### config.mk
export PLATFORM = sky130hd
export DESIGN_NAME = mem_port_arbiter
export DESIGN_NICKNAME = d
export VERILOG_FILES = /design/src/rtl/mem_port_arbiter.sv
export SDC_FILE = /design/constraint.sdc
export NUM_CORES = 1
export LEC_CHECK = 0
export ABC_AREA = 1
export ABC_CLOCK_PERIOD_IN_PS = 2100
export CORE_UTILIZATION = 25
export DETAILED_ROUTE_END_ITERATION = 10
export PLACE_DENSITY = 0.83
export REMOVE_ABC_BUFFERS = 1
export SKIP_LAST_GASP = 1
export SLEW_MARGIN = 20
export SYNTH_ARGS = -nofsm -noshare
export SYNTH_HDL_FRONTEND = slang
export SYNTH_SLANG_ARGS = --single-unit
### constraint.sdc
create_clock -name clk -period 2.1 [get_ports clk]
set_input_delay 0.42 -clock clk [delete_from_list [all_inputs] [get_ports clk]]
set_output_delay 0.42 -clock clk [all_outputs]
set_load 0.1 [all_outputs]
### src/rtl/mem_port_arbiter.sv
// Round-robin data-memory port arbiter with per-core lock.
// Synchronous memory read; read-valid follows a read grant by one cycle.
module mem_port_arbiter #(
  parameter int CORE_COUNT = 4,
  parameter int REG_WIDTH  = 12,
  parameter int ADDR_WIDTH = 12
) (
  input  logic                             clk,
  input  logic                             rstN,
  input  logic [CORE_COUNT-1:0]            core_req,
  input  logic [CORE_COUNT-1:0]            core_wrEn,
  input  logic [CORE_COUNT-1:0]            core_lock,
  input  logic [ADDR_WIDTH*CORE_COUNT-1:0] core_addr,
  input  logic [REG_WIDTH*CORE_COUNT-1:0]  core_wrData,
  output logic [CORE_COUNT-1:0]            core_gnt,
  output logic [CORE_COUNT-1:0]            core_rdValid,
  output logic [REG_WIDTH-1:0]             core_rdData,
  output logic [ADDR_WIDTH-1:0]            mem_addr,
  output logic [REG_WIDTH-1:0]             mem_wrData,
  output logic                             mem_wrEn,
  input  logic [REG_WIDTH-1:0]             mem_rdData
);

  localparam int IW = (CORE_COUNT > 1) ? $clog2(CORE_COUNT) : 1;

  typedef enum logic {
    OPEN   = 1'b0,
    LOCKED = 1'b1
  } state_t;

  state_t                state;
  logic [IW-1:0]         ptr;
  logic [IW-1:0]         owner;
  logic [CORE_COUNT-1:0] rv_q;
  logic                  hit;
  logic [IW-1:0]         win;
  logic [CORE_COUNT-1:0] gnt;

  function automatic logic [IW-1:0] inc(input logic [IW-1:0] i);
    if (int'(i) == CORE_COUNT - 1) return '0;
    return i + 1'b1;
  endfunction

  // Pick the winner: owner only when locked, else first requester from ptr.
  always_comb begin
    int idx;
    hit = 1'b0;
    win = '0;
    idx = 0;
    if (rstN) begin
      if (state == LOCKED) begin
        hit = core_req[owner];
        win = owner;
      end else begin
        for (int k = CORE_COUNT - 1; k >= 0; k--) begin
          idx = (int'(ptr) + k) % CORE_COUNT;
          if (core_req[IW'(idx)]) begin
            hit = 1'b1;
            win = IW'(idx);
          end
        end
      end
    end
  end

  // Steer the winning core's request onto the memory port.
  always_comb begin
    gnt        = '0;
    mem_wrEn   = 1'b0;
    mem_addr   = '0;
    mem_wrData = '0;
    if (hit) begin
      gnt[win]   = 1'b1;
      mem_wrEn   = core_wrEn[win];
      mem_addr   = core_addr[int'(win)*ADDR_WIDTH +: ADDR_WIDTH];
      mem_wrData = core_wrData[int'(win)*REG_WIDTH +: REG_WIDTH];
    end
  end

  assign core_gnt     = gnt;
  assign core_rdValid = rstN ? rv_q : '0;
  assign core_rdData  = mem_rdData;

  // Arbitration state, lock ownership and read-valid pipeline.
  always_ff @(posedge clk) begin
    if (!rstN) begin
      state <= OPEN;
      ptr   <= '0;
      owner <= '0;
      rv_q  <= '0;
    end else begin
      rv_q <= (hit && !core_wrEn[win]) ? gnt : '0;
      unique case (state)
        OPEN: begin
          if (hit) begin
            ptr <= inc(win);
            if (core_lock[win]) begin
              state <= LOCKED;
              owner <= win;
            end
          end
        end
        LOCKED: begin
          if (!core_lock[owner]) begin
            state <= OPEN;
            ptr   <= inc(owner);
          end
        end
        default: state <= OPEN;
      endcase
    end
  end

endmodule

m4.png
(6 px per um) Supply wires on this layer in gray.
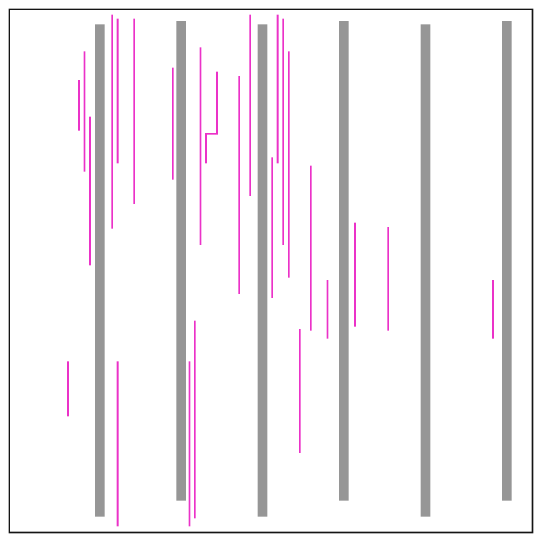
share of all routed wire: 5.6%
wire length on this layer: 595 um
main direction: vertical
vias: 3,119
drt total wl: 10.5 mm

congestion_map.png
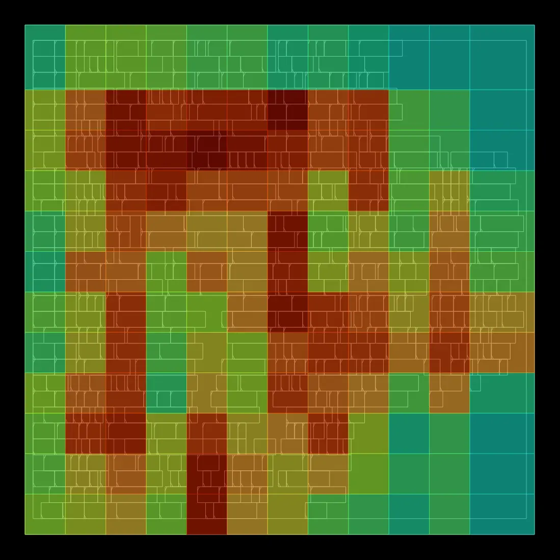
M2 GR Usage: 45.5%
All-Layer GR Usage: 24.1%
Routed WL per cell: 17.3 um
GRT met1 Usage: 23.3%

layers.png
(6 px per um) Two of the layers only.
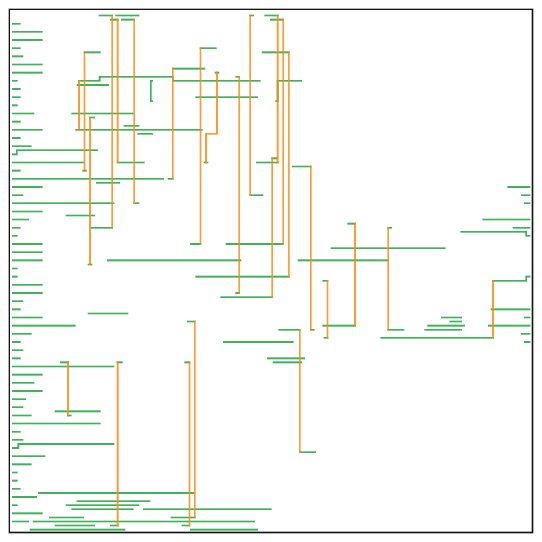
legend:
  M3:
    color: green
    wire_length: 816 um
  M4:
    color: orange
    wire_length: 595 um

ff_map.png
(6 px per um) Other sequential cells in the stronger gray, the rest of the logic in the fainter gray.
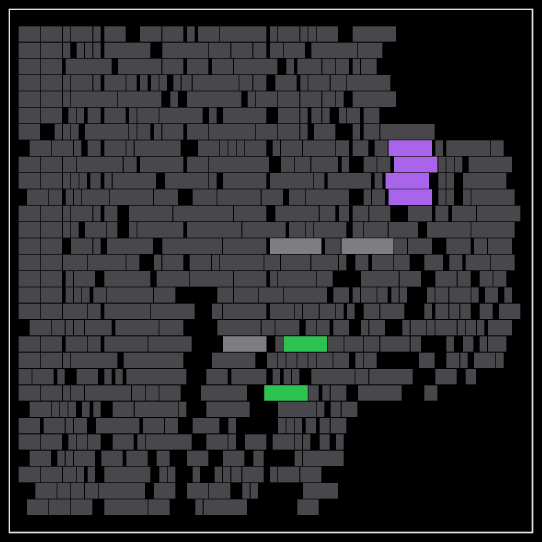
legend:
  `rv_q`:
    color: purple
    flops: 4
  `owner`:
    color: green
    flops: 2

m1.png
(6 px per um) Supply wires on this layer in gray.
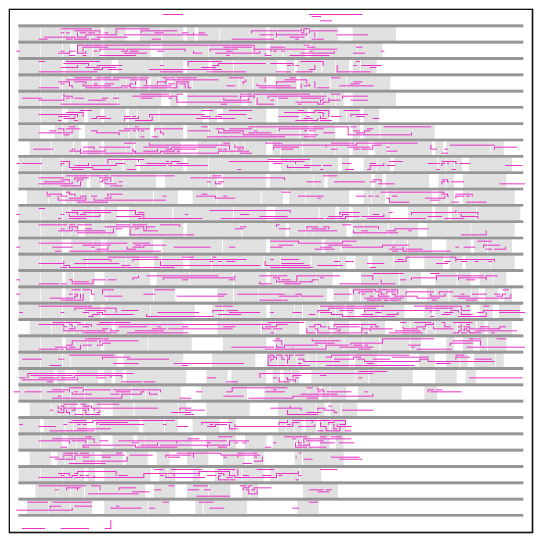
nets with wire on the layer: 531
wire length on this layer: 3,430 um

==> CHANGELOG.md <==
### Changed

- Most common cell in the netlist: nand2_1
- TritonCTS Buffers: 3
- Final ANT Viol Nets: 0
- MUX share of area: 0%
- Reg2Reg Setup Slack: -0.24 ns
- Combinational gate area: 2040 um2
- AND/OR/NAND/NOR Cells, Area Fraction: 53.7%
- Area of the core: 6870 um2
- Cell area after layout: 5010 um2
- Largest register FFs: 4
- Flop and latch count out of synthesis: 9
- Row cnt: 30
- Initial antenna violation count: 0
- Critical-path top delay cell: dfxtp_4
- Clock slew at reported path FFs: 0.05 ns
- Top comb family, area: simple AND/OR/NAND/NOR gates
- Final TNS setup: -18.46 ns
- Number of non-clock inverters in the layout: 24
- Met1 wire length: 3.43 mm
- Buf/Inv on CP: 4
- Number of enable flip-flop cells: 0
- # setup viols final: 33
- Placed inst area: 3790 um2
- Pwr top: combinational logic
- Layout cells sized above 1: 44.7%
- CP top delay family: simple AND/OR/NAND/NOR gates
- Hold Buf Count CTS: 0
- Distinct lib cells: 25
- R2r startpoint: ptr[0]
- Peak supply drop: 1.09 mV
- Top cell excl fill/tap: nand2_1
- Yosys aoi share: 13.8%
- Worst Slack Setup Final: -0.677 ns
- Dpl ws: -0.960 ns
- R2R Path End: ptr[0]
- Failing checks: setup timing
- Number of iterations in the first detailed-routing pass: 4
- Crit path DAT: 2.36 ns
- DPL Wire Length: 6.04 mm
- Tool warnings: 30
- XORs/XNORs by Area: 0%
- WP data required: 1.68 ns
- Top Metal Used: met4
- P_sw: 5.59 mW
- Crit path launch type: flip-flop
- Register area: 188 um2
- Post-synthesis async set-or-reset flop share: 0%
- RSZ-0062 raised after global routing: true
- Sequential power: 331 uW
- Final hold viol count: 0
- Layout Cells excl Fill: 611
- Post-CTS sizing: 136
- Gate Count Post-Synth: 345
- Met3 WL: 815 um
- Adder share: 3.47%
- Status: finished with violations
- Ys flop type: dfxtp_1
- Worst-margin pin slew: 0.335 ns
- Max clock buf depth: 2
- List of most frequent post-synthesis cells: nand2_1 (171), nand3_1 (38), a31oi_1 (26), inv_1 (21), buf_4 (16)
- Chip area: 7560 um2
No activity file was given, so power comes from the tool's default toggle rates.
